File: src/rtl/cube_pkg.sv
// Shared constants and types for the 8x8x8 LED cube scan path.
// Frame geometry, scan FSM states and small sizing helpers.
package cube_pkg;

  localparam int CUBE_NCOL    = 64;
  localparam int CUBE_NLAYER  = 8;
  localparam int CUBE_FRAME_W = 512;

  typedef enum logic [2:0] {
    IDLE  = 3'd0,
    SHIFT = 3'd1,
    BLANK = 3'd2,
    LATCH = 3'd3,
    DWELL = 3'd4
  } scan_state_t;

  function automatic int cube_max3(
    input int a,
    input int b,
    input int c
  );
    int m;
    m = a;
    if (b > m) m = b;
    if (c > m) m = c;
    return m;
  endfunction

  // Width able to hold 0..n, never below 1 bit.
  function automatic int cube_cw(input int n);
    int w;
    w = $clog2(n + 1);
    if (w < 1) w = 1;
    return w;
  endfunction

endpackage

File: src/rtl/cube_sr_serializer.sv
// Shifts a 64-bit column word out MSB first to a 74HC595 chain.
// Ports: clk, clr_i, start_i, word_i -> ser_data_o, ser_clk_o, done_o.
module cube_sr_serializer
  import cube_pkg::*;
#(
  parameter int CLK_DIV = 4
) (
  input  logic                 clk,
  input  logic                 clr_i,
  input  logic                 start_i,
  input  logic [CUBE_NCOL-1:0] word_i,
  output logic                 ser_data_o,
  output logic                 ser_clk_o,
  output logic                 done_o
);

  localparam int DW = cube_cw(CLK_DIV);

  logic          busy_q;
  logic          sclk_q;
  logic [5:0]    idx_q;
  logic [DW-1:0] div_q;
  logic          last_ph;

  assign last_ph = (div_q == DW'(CLK_DIV - 1));

  // Done is the last high cycle of bit 0.
  assign done_o = busy_q & sclk_q & last_ph
                & (idx_q == 6'd0);

  // The word is held stable by the owner for the
  // whole shift, so data only moves when idx_q does.
  assign ser_data_o = busy_q & word_i[idx_q];
  assign ser_clk_o  = sclk_q;

  always_ff @(posedge clk) begin
    if (clr_i) begin
      busy_q <= 1'b0;
      sclk_q <= 1'b0;
      idx_q  <= '0;
      div_q  <= '0;
    end else if (start_i) begin
      busy_q <= 1'b1;
      sclk_q <= 1'b0;
      idx_q  <= 6'd63;
      div_q  <= '0;
    end else if (busy_q) begin
      if (last_ph) begin
        div_q <= '0;
        if (sclk_q) begin
          sclk_q <= 1'b0;
          if (idx_q == 6'd0) busy_q <= 1'b0;
          else idx_q <= idx_q - 6'd1;
        end else begin
          sclk_q <= 1'b1;
        end
      end else begin
        div_q <= div_q + DW'(1);
      end
    end
  end

endmodule

File: src/rtl/cube_scan_ctrl.sv
// Layer-multiplex scan controller: double-buffered frames, 595 drive.
// Ports: clk, rst, enable, frame_* handshake, ser_*, layer_sel, frame_start.
module cube_scan_ctrl
  import cube_pkg::*;
#(
  parameter int CLK_DIV      = 4,
  parameter int BLANK_CYCLES = 8,
  parameter int DWELL_CYCLES = 2000
) (
  input  logic                    clk,
  input  logic                    rst,
  input  logic                    enable,
  input  logic [CUBE_FRAME_W-1:0] frame_data,
  input  logic                    frame_valid,
  output logic                    frame_ready,
  output logic                    ser_data,
  output logic                    ser_clk,
  output logic                    ser_latch,
  output logic                    ser_oe_n,
  output logic [CUBE_NLAYER-1:0]  layer_sel,
  output logic                    frame_start
);

  localparam int CMAX =
    cube_max3(DWELL_CYCLES, BLANK_CYCLES, CLK_DIV);
  localparam int CW = cube_cw(CMAX);

  scan_state_t             state_q, state_d;
  logic [2:0]              layer_q, layer_d;
  logic [CW-1:0]           cnt_q, cnt_d;
  logic                    oe_n_q, oe_n_d;
  logic                    latch_q, latch_d;
  logic [CUBE_NLAYER-1:0]  sel_q, sel_d;
  logic                    fs_q, fs_d;
  logic [CUBE_FRAME_W-1:0] act_q, pend_q;
  logic                    pend_vld_q;
  logic                    swap, accept;
  logic                    sr_start, sr_clr, sr_done;
  logic [CUBE_NCOL-1:0]    word;

  assign frame_ready = ~pend_vld_q;
  assign accept      = frame_valid & ~pend_vld_q;
  assign sr_clr      = rst | ~enable;

  assign ser_latch   = latch_q;
  assign ser_oe_n    = oe_n_q;
  assign layer_sel   = sel_q;
  assign frame_start = fs_q;

  always_comb begin
    word = '0;
    for (int c = 0; c < CUBE_NCOL; c++)
      word[c] = act_q[c*CUBE_NLAYER + int'(layer_q)];
  end

  always_comb begin
    state_d  = state_q;
    layer_d  = layer_q;
    cnt_d    = cnt_q;
    oe_n_d   = oe_n_q;
    latch_d  = 1'b0;
    sel_d    = sel_q;
    fs_d     = 1'b0;
    swap     = 1'b0;
    sr_start = 1'b0;
    if (!enable) begin
      state_d = IDLE;
      layer_d = '0;
      cnt_d   = '0;
      oe_n_d  = 1'b1;
      sel_d   = '0;
    end else begin
      unique case (state_q)
        IDLE: begin
          state_d  = SHIFT;
          layer_d  = '0;
          cnt_d    = '0;
          fs_d     = 1'b1;
          swap     = pend_vld_q;
          sr_start = 1'b1;
        end
        SHIFT: begin
          if (sr_done) begin
            state_d = BLANK;
            cnt_d   = '0;
            oe_n_d  = 1'b1;
          end
        end
        BLANK: begin
          cnt_d = cnt_q + CW'(1);
          if (cnt_q == CW'(BLANK_CYCLES - 1)) begin
            state_d = LATCH;
            cnt_d   = '0;
            latch_d = 1'b1;
            sel_d   = '0;
            sel_d[layer_q] = 1'b1;
          end
        end
        LATCH: begin
          cnt_d = cnt_q + CW'(1);
          if (cnt_q == CW'(CLK_DIV - 1)) begin
            state_d = DWELL;
            cnt_d   = '0;
            oe_n_d  = 1'b0;
          end else begin
            latch_d = 1'b1;
          end
        end
        DWELL: begin
          cnt_d = cnt_q + CW'(1);
          if (cnt_q == CW'(DWELL_CYCLES - 1)) begin
            state_d  = SHIFT;
            cnt_d    = '0;
            layer_d  = layer_q + 3'd1;
            sr_start = 1'b1;
            // Wrapping to layer 0 is the only tear-free swap point.
            if (layer_q == 3'd7) begin
              fs_d = 1'b1;
              swap = pend_vld_q;
            end
          end
        end
        default: begin
          state_d = IDLE;
          cnt_d   = '0;
        end
      endcase
    end
  end

  always_ff @(posedge clk) begin
    if (rst) begin
      state_q    <= IDLE;
      layer_q    <= '0;
      cnt_q      <= '0;
      oe_n_q     <= 1'b1;
      latch_q    <= 1'b0;
      sel_q      <= '0;
      fs_q       <= 1'b0;
      act_q      <= '0;
      pend_vld_q <= 1'b0;
    end else begin
      state_q <= state_d;
      layer_q <= layer_d;
      cnt_q   <= cnt_d;
      oe_n_q  <= oe_n_d;
      latch_q <= latch_d;
      sel_q   <= sel_d;
      fs_q    <= fs_d;
      if (swap) begin
        act_q      <= pend_q;
        pend_vld_q <= 1'b0;
      end else if (accept) begin
        pend_vld_q <= 1'b1;
      end
    end
  end

  always_ff @(posedge clk) begin
    if (!rst && accept) pend_q <= frame_data;
  end

  cube_sr_serializer #(
    .CLK_DIV (CLK_DIV)
  ) u_ser (
    .clk        (clk),
    .clr_i      (sr_clr),
    .start_i    (sr_start),
    .word_i     (word),
    .ser_data_o (ser_data),
    .ser_clk_o  (ser_clk),
    .done_o     (sr_done)
  );

endmodule

File: config.mk
export PLATFORM = sky130hd
export DESIGN_NAME = cube_scan_ctrl
export DESIGN_NICKNAME = d
export VERILOG_FILES = /design/src/rtl/cube_pkg.sv /design/src/rtl/cube_sr_serializer.sv /design/src/rtl/cube_scan_ctrl.sv
export SDC_FILE = /design/constraint.sdc
export NUM_CORES = 2
export LEC_CHECK = 0
export CAP_MARGIN = 20
export CORE_MARGIN = 2
export CORE_UTILIZATION = 55
export DETAILED_ROUTE_END_ITERATION = 16
export PLACE_DENSITY = 0.89
export SKIP_LAST_GASP = 1
export SLEW_MARGIN = 20
export SYNTH_ARGS = -nofsm -noshare
export SYNTH_HDL_FRONTEND = slang
export SYNTH_SLANG_ARGS = --single-unit
export TNS_END_PERCENT = 100
File: constraint.sdc
create_clock -name clk -period 69.4 [get_ports clk]
set_input_delay 6.94 -clock clk [delete_from_list [all_inputs] [get_ports clk]]
set_output_delay 6.94 -clock clk [all_outputs]
set_load 0.01 [all_outputs]
==> metrics.cfg <==
[grt]
grt_use_met3_pct = 6.49
gr-total-overflow = 0
antenna_found_initial = 16
grt_max_degree = 236
use_met2_pct = 48.6
grt_pass1_wl_um = 174000
track_usage_pct = 31.1
busiest_layer = met2
grt_pass1_vias = 29200
gr-usage-met1_pct = 39.3

[logic_synthesis]
simple_gate_area_share_pct = 12.5
yosys-top-cells-count = nand2_1 (1082), a21oi_1 (578), dfxtp_1 (552)
ff_type = dfxtp_1
yosysTopAreaCell = edfxtp_1
synth_chip_area_um2 = 39300
ys_cells = 3542
yosysTopAreaCellShare_pct = 39.1
synthAdderAreaFrac_pct = 0.191
numSynthFlops = 1064
mux_area_share_pct = 5.02
ys_warn_count = 0
netlist_area_um2 = 39300
yosys.cell_types.count = 72

[run_status]
status = complete, no violations

[setup_path]
endpoint_kind = output pin
crit_top_cell = a21oi_1
r2r-end = act_q[502]$_SDFFE_PP0P_
cp-endpoint = ser_data
required_ns = 62.46
worst_setup_path_start_kind = flip-flop
slowest_delay_ns = 0.85
critPathMaxFanout = 57
r2r_slack_ns = 63.71
crit_path_top_delay_cell = nor2b_2
crit_type = flip-flop to output pin
crit_path_start = layer_q[2]$_SDFFE_PP0P_
reg2reg_depth = 11
worst-path-buf-inv = 2
cp_top_family = AND-OR/OR-AND gates
arrival_ns = 5.42

[power_and_ir_drop]
totalPowerFinal_uw = 1350
p_per_area_nw_per_um2 = 27.9
irDropWorstVdd_mv = 0.0253

[final_timing]
slew_headroom_pct = 17.5
hold_violations = 0
holdWs_ns = 0.452
finalCritPeriodShare_pct = 17.8
worstMarginPinSlew_ns = 1.24
finalMaxSlewViolations = 0
setup_viol = 0
setup_tns_ns = 0
grt_setup_unrepaired = false
clock.fmax_mhz = 80.9

[clock_tree]
cts_resized = 0
htreeDepth = 3
cts_setup_buffers = 0
clk_pin_slew_ns = 0.06
cts_made_buffers = 101
holdBufCountCts = 0
clk_path_buf_depth = 3
clock_sinks = 1064

[floorplanning]
core_um2 = 71100
fp_util_pct = 55.3
die_x_um = 271
dieArea_um2 = 73600
die_y_um = 271

[job]
warnings = 52

[min_path]
holdPathEnd = act_q[97]$_SDFFE_PP0P_
hold_class = flip-flop to flip-flop

[drt]
vias = 29800
postRouteAntennaNets = 0
remaining_drc_errors = 0
wl_met2_um = 55400
wire_per_inst_um = 23.7
drt_wl_total_um = 118000
met1_length_um = 44000
vias_per_cell = 5.97
wl_met3_um = 10700

[cells_and_area]
logic_area_um2 = 11700
lay_top_cells = nand2_1 (1082), a21oi_1 (578), dfxtp_1 (547), clkdlybuf4s50_1 (528), edfxtp_1 (512)
layout_top_cell = nand2_1
fin_area_um2 = 48500
fillers = 4793
drive_gt1_share_pct = 7.44

[place]
gp_congestion = 0.884
place_hpwl_um = 75800

[cell type report]
cell class                      count  area share (%)
Multi-Input combinational cell   2214            24.2
Timing Repair Buffer              553            11.5
Inverter                           10          0.0774
Tap cell                          950            2.45
Sequential cell                  1064            54.5
Clock inverter                     31           0.789
Antenna cell                       14          0.0722
Clock buffer                      160            6.41
[registers in the layout, summed over array words and instances (netlist names), 3 cells and up]
name	flops
act_q	512
state_q	3
cnt_q	11
layer_sel	8
u_ser.idx_q	6
pend_q	512
u_ser.div_q	3
layer_q	3
[power breakdown]
part           total, µW  switching [µW]  internal (µW)
clock network        573             239            334
registers            697            13.0            684
logic               84.5            45.1           39.4
==> images/class_map.png <==
Bar = 100 µm.
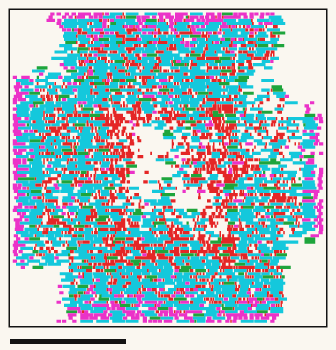
Magenta is remaining buffers and delay cells, cells 553, share of their area 12%. Red is remaining logic cells, cells 2224, share of their area 25%. Green is clock drivers and dummy loads, cells 191, share of their area 7.4%. Cyan is sequential cells, cells 1064, share of their area 56%.

==> images/route_heat.png <==
Bar = 100 µm. 27 x 27 tiles, from dark purple (low) to yellow (high), scaled to the fullest tile. Values are wire area over tile area, all layers added.
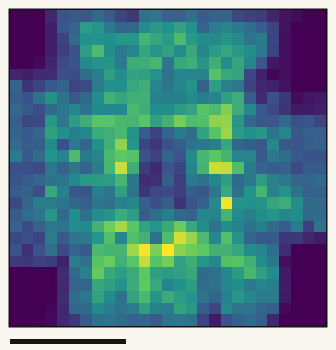
10% of the tiles are nearly empty. The emptiest ninth of the die: top right. The fullest tile reaches 0.75. The mean over all tiles is 0.28. The densest ninth of the die: bottom middle. 28% of the tiles are over half the peak.

==> images/port_trees.png <==
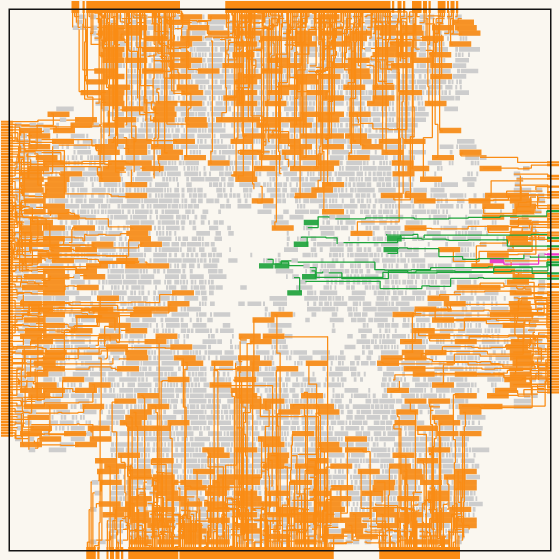
Green is layer_sel, bits 8, direction output, edge right, end cells 8, buffers 8, wire 1010 µm. Magenta is ser_latch, bits 1, direction output, edge right, end cells 1, buffers 1, wire 25.5 µm. Orange is frame_data, bits 512, direction input, edge 167 bottom, 166 top, 117 left, 62 right, end cells 512, buffers 512, wire 25.7 mm.

